--- config.mk ---
export PLATFORM = sky130hd
export DESIGN_NAME = up_counter_4bit_core
export DESIGN_NICKNAME = d
export VERILOG_FILES = /design/src/rtl/up_counter_4bit_core.sv
export SDC_FILE = /design/constraint.sdc
export NUM_CORES = 1
export LEC_CHECK = 0
export ABC_AREA = 1
export CORE_AREA = 2 2 39 41
export DETAILED_ROUTE_END_ITERATION = 7
export DIE_AREA = 0 0 41 43
export HOLD_SLACK_MARGIN = 0.12
export PLACE_DENSITY = 0.48
export SYNTH_ARGS = -nofsm -noshare
export SYNTH_HDL_FRONTEND = slang
export SYNTH_SLANG_ARGS = --single-unit
export TNS_END_PERCENT = 30
--- constraint.sdc ---
create_clock -name clk -period 1.3 [get_ports clk]
set_input_delay 0.325 -clock clk [delete_from_list [all_inputs] [get_ports clk]]
set_output_delay 0.325 -clock clk [all_outputs]
set_load 0.03 [all_outputs]
--- src/rtl/up_counter_4bit_core.sv ---
// Purpose : free-running unsigned up-counter with terminal-count look-ahead,
//           a one-cycle wrap strobe and an optional saturating wrap counter.
// Latency : count/wrap/wrap_cnt registered (1 edge); tc is combinational from count.
// Backpressure: none -- no handshake, the counter advances on every edge out of reset.
//
// Ports:
//   clk      : rising-edge clock, sole domain
//   rst      : synchronous active-low reset (0 at an edge clears all state)
//   count    : current counter value, WIDTH bits
//   tc       : high while count is at its maximum (2^WIDTH-1)
//   wrap     : high for the one cycle after count rolls from max to 0
//   wrap_cnt : saturating number of wraps since reset
//
// Build option: define UP_COUNTER_WRAP_STATS_EN to build the wrap statistics
// register; without it wrap_cnt is a constant 0 and the port is kept so both
// builds share one interface.

module up_counter_4bit_core #(
    parameter int WIDTH      = 4,
    parameter int WRAP_CNT_W = 8
) (
    input  logic                  clk,
    input  logic                  rst,
    output logic [WIDTH-1:0]      count,
    output logic                  tc,
    output logic                  wrap,
    output logic [WRAP_CNT_W-1:0] wrap_cnt
);

    localparam logic [WIDTH-1:0] COUNT_MAX = {WIDTH{1'b1}};

    // tc doubles as the "rollover on this edge" indication: when count is at
    // max and reset is not asserted, the next edge wraps to 0.
    assign tc = (count == COUNT_MAX);

    always_ff @(posedge clk) begin
        if (!rst) begin
            count <= '0;
            wrap  <= 1'b0;
        end else begin
            count <= count + 1'b1;
            wrap  <= tc;
        end
    end

`ifdef UP_COUNTER_WRAP_STATS_EN
    localparam logic [WRAP_CNT_W-1:0] WRAP_CNT_MAX = {WRAP_CNT_W{1'b1}};

    // Counts the same edges on which wrap is set; holds at all-ones so a long
    // free run never reports a misleadingly small value.
    always_ff @(posedge clk) begin
        if (!rst) begin
            wrap_cnt <= '0;
        end else if (tc && (wrap_cnt != WRAP_CNT_MAX)) begin
            wrap_cnt <= wrap_cnt + 1'b1;
        end
    end
`else
    assign wrap_cnt = '0;
`endif

endmodule

==> run_1/cell_density.png <==
Drawn at 6 px/um. 8 x 9 tiles, from white (low) to dark blue (high), 0 to 100% covered.
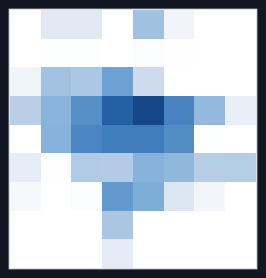
nearly empty tiles: 47%
fullest tile: 90%
mean over tiles: 19%
emptiest ninth of the die: top right
densest ninth of the die: middle

==> run_1/power_grid.png <==
Drawn at 12 px/um. Pins as bars on the die edge.
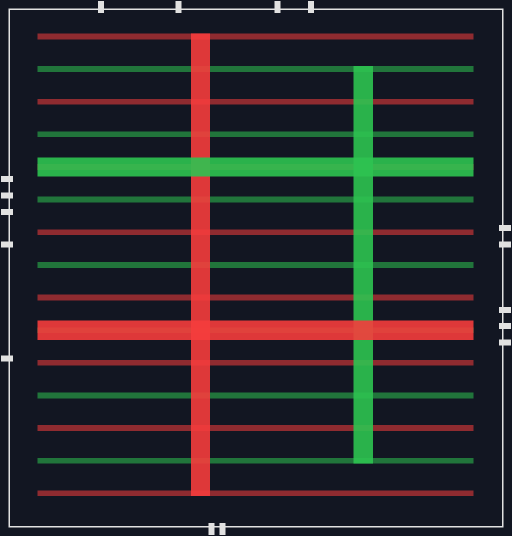
legend:
  VSS:
    colour: red
  VDD:
    colour: green
rows: 14
met1 rails: 15
signal pins: 16
met4 straps: 2

==> run_1/congestion.png <==
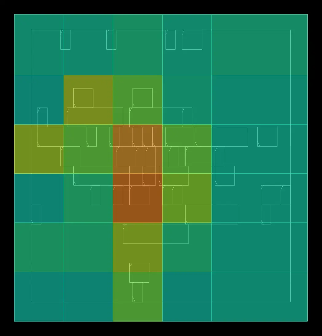
global-route met3 utilization: 0.0838
met2 Track Usage GR: 0.0594
average routed wire per standard cell: 6.80 um

==> notes.md, run 1 <==
flow finished, numbers: outcome=complete, but fails checks, violations in the final reports=negative setup slack, chip footprint=1760 um^2, violation tally from detailed-route iteration zero=1, Reg2Reg Depth=4, area share of the largest cell type after synthesis=0.419, number of buffers added for setup after CTS=2, combined global-route utilization of all metal layers=0.0623, sequential power=172 uW, post-synthesis instance area=239 um^2, Critical R2R Launch=count[1]$_SDFF_PN0_, detailed-routing iteration count for the pre-antenna-repair pass=2, power drawn by the combinational cells=88.0 uW, share of layout cells above drive strength 1=0.372, Post-synth mux share=0, Util after Layout=0.257, Setup WS post-layout=-0.0298 ns, most area-consuming cells after synthesis=sky130_fd_sc_hd__dfxtp_1 (42%), sky130_fd_sc_hd__buf_4 (25%), sky130_fd_sc_hd__nor2_1 (9.4%), sky130_fd_sc_hd__nand2_1 (7.9%), sky130_fd_sc_hd__ha_1 (5.2%), dominant power group=clock, peak ir drop on the vdd network=0.367 mV, Crit path required time=0.98 ns, XORs/XNORs by Area=0, tool warnings=28, total power of the final layout=441 uW, complex-gate fraction of the synthesized area=0, routed length on met2=154 um, Setup-failing EPs final=1, Top Layer Used=met4, half-perimeter wire length of the detailed placement result=291 um, fraction of registers with async set/reset=0, register with the most flip-flops=count, clk_skew=0.000458 ns, power share of the clock group=0.409, die boundary width=41 um, post-layout net count=47, number of buffers outside the clock class in the layout=9, std cell rows=14, end of the worst register-to-register path=count[3]$_SDFF_PN0_, hold-fix buffers at CTS=0, Worst Min Path Start=count[2]$_SDFF_PN0_, number of warnings issued by yosys=0, grt met1 use=0.0581, unrepaired setup endpoints after global routing=true, net load switching power=134 uW, number of diodes added for antenna fixing=0, cell class with the largest area share=combinational gates, count of pins over their slew limit=0, layout multi-input combinational cell count=22, cell family contributing the most delay on the critical path=flip-flops, mean instance size in the synthesized netlist=7.71 um^2, chip area estimate from yosys synthesis=239 um^2, post-route antenna net violation count=0, antenna violations before repair=0, top-level I/O count=16, Cell Count, Final, Fillers Out=59
==> inputs of run 2 (changes only) <==
--- a/config.mk
+++ b/config.mk
@@ -5,12 +5,11 @@
 export SDC_FILE = /design/constraint.sdc
 export NUM_CORES = 1
 export LEC_CHECK = 0
-export ABC_AREA = 1
 export CORE_AREA = 2 2 39 41
 export DETAILED_ROUTE_END_ITERATION = 7
 export DIE_AREA = 0 0 41 43
 export HOLD_SLACK_MARGIN = 0.12
-export PLACE_DENSITY = 0.48
+export PLACE_DENSITY = 0.49
 export SYNTH_ARGS = -nofsm -noshare
 export SYNTH_HDL_FRONTEND = slang
 export SYNTH_SLANG_ARGS = --single-unit
==> run_2/clk_routes.png <==
Drawn at 12 px/um.
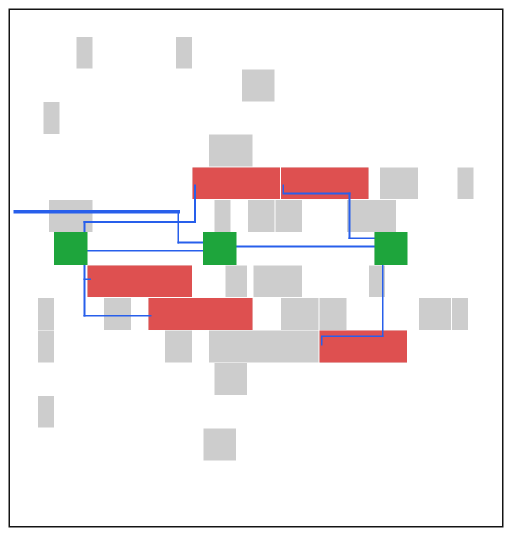
legend:
  clock wires:
    colour: blue
    length: 98.6 um
  clock drivers:
    colour: green
    count: 3
  flip-flops:
    colour: red
    count: 5
routed clock nets: 4

==> notes.md, run 2 <==
flow finished, numbers: outcome=complete, but fails checks, violations in the final reports=negative setup slack, area share of the largest cell type after synthesis=0.406, power share of the clock group=0.424, std cell rows=14, count of pins over their slew limit=0, dominant power group=clock, unrepaired setup endpoints after global routing=true, number of buffers added for setup after CTS=0, Reg2Reg Depth=3, number of buffers outside the clock class in the layout=7, tool warnings=28, clk_skew=0.00140 ns, number of buffer and inverter instances along the worst setup path=1, number of instances resized during post-cts repair=5, post-synthesis instance area=246 um^2, complex-gate fraction of the synthesized area=0, max incr delay on CP=0.35 ns, FF/Latch Area=108 um^2, met2 Track Usage GR=0.0625, layout multi-input combinational cell count=19, sequential fraction of the synthesis area=0.406, register with the most flip-flops=count, hold-fix buffers at CTS=0, combined global-route utilization of all metal layers=0.0572, routed length on met2=160 um, Post-synth mux share=0.0406, number of warnings issued by yosys=0, end of the worst register-to-register path=wrap$_SDFF_PN0_, cell family contributing the most delay on the critical path=flip-flops, total power of the final layout=430 uW, Cell Count, Final, Fillers Out=51, post-route antenna net violation count=0, most area-consuming cells after synthesis=sky130_fd_sc_hd__dfxtp_1 (41%), sky130_fd_sc_hd__buf_4 (24%), sky130_fd_sc_hd__and2_1 (7.6%), sky130_fd_sc_hd__ha_1 (5.1%), sky130_fd_sc_hd__and3_4 (4.6%), fraction of registers with async set/reset=0, peak ir drop on the vdd network=0.623 mV, Worst Min Path Start=count[0]$_SDFF_PN0_, top-level I/O count=16, number of sequential cells in the layout=5, number of diodes added for antenna fixing=0, post-layout net count=39, Setup-failing EPs final=1, Clock Power=182 uW, sequential power=172 uW, detailed-routing iteration count for the pre-antenna-repair pass=1, violation tally from detailed-route iteration zero=0, half-perimeter wire length of the detailed placement result=293 um, power drawn by the combinational cells=75.9 uW, Crit path required time=0.98 ns, grt met1 use=0.0611, cell class with the largest area share=combinational gates, antenna violations before repair=0, residual overflow from global routing=0, most area-hungry cell type in the Yosys netlist=sky130_fd_sc_hd__dfxtp_1, Util after Layout=0.245, net load switching power=131 uW, Setup WS post-layout=-0.0678 ns
Power and IR drop assume default switching activity.
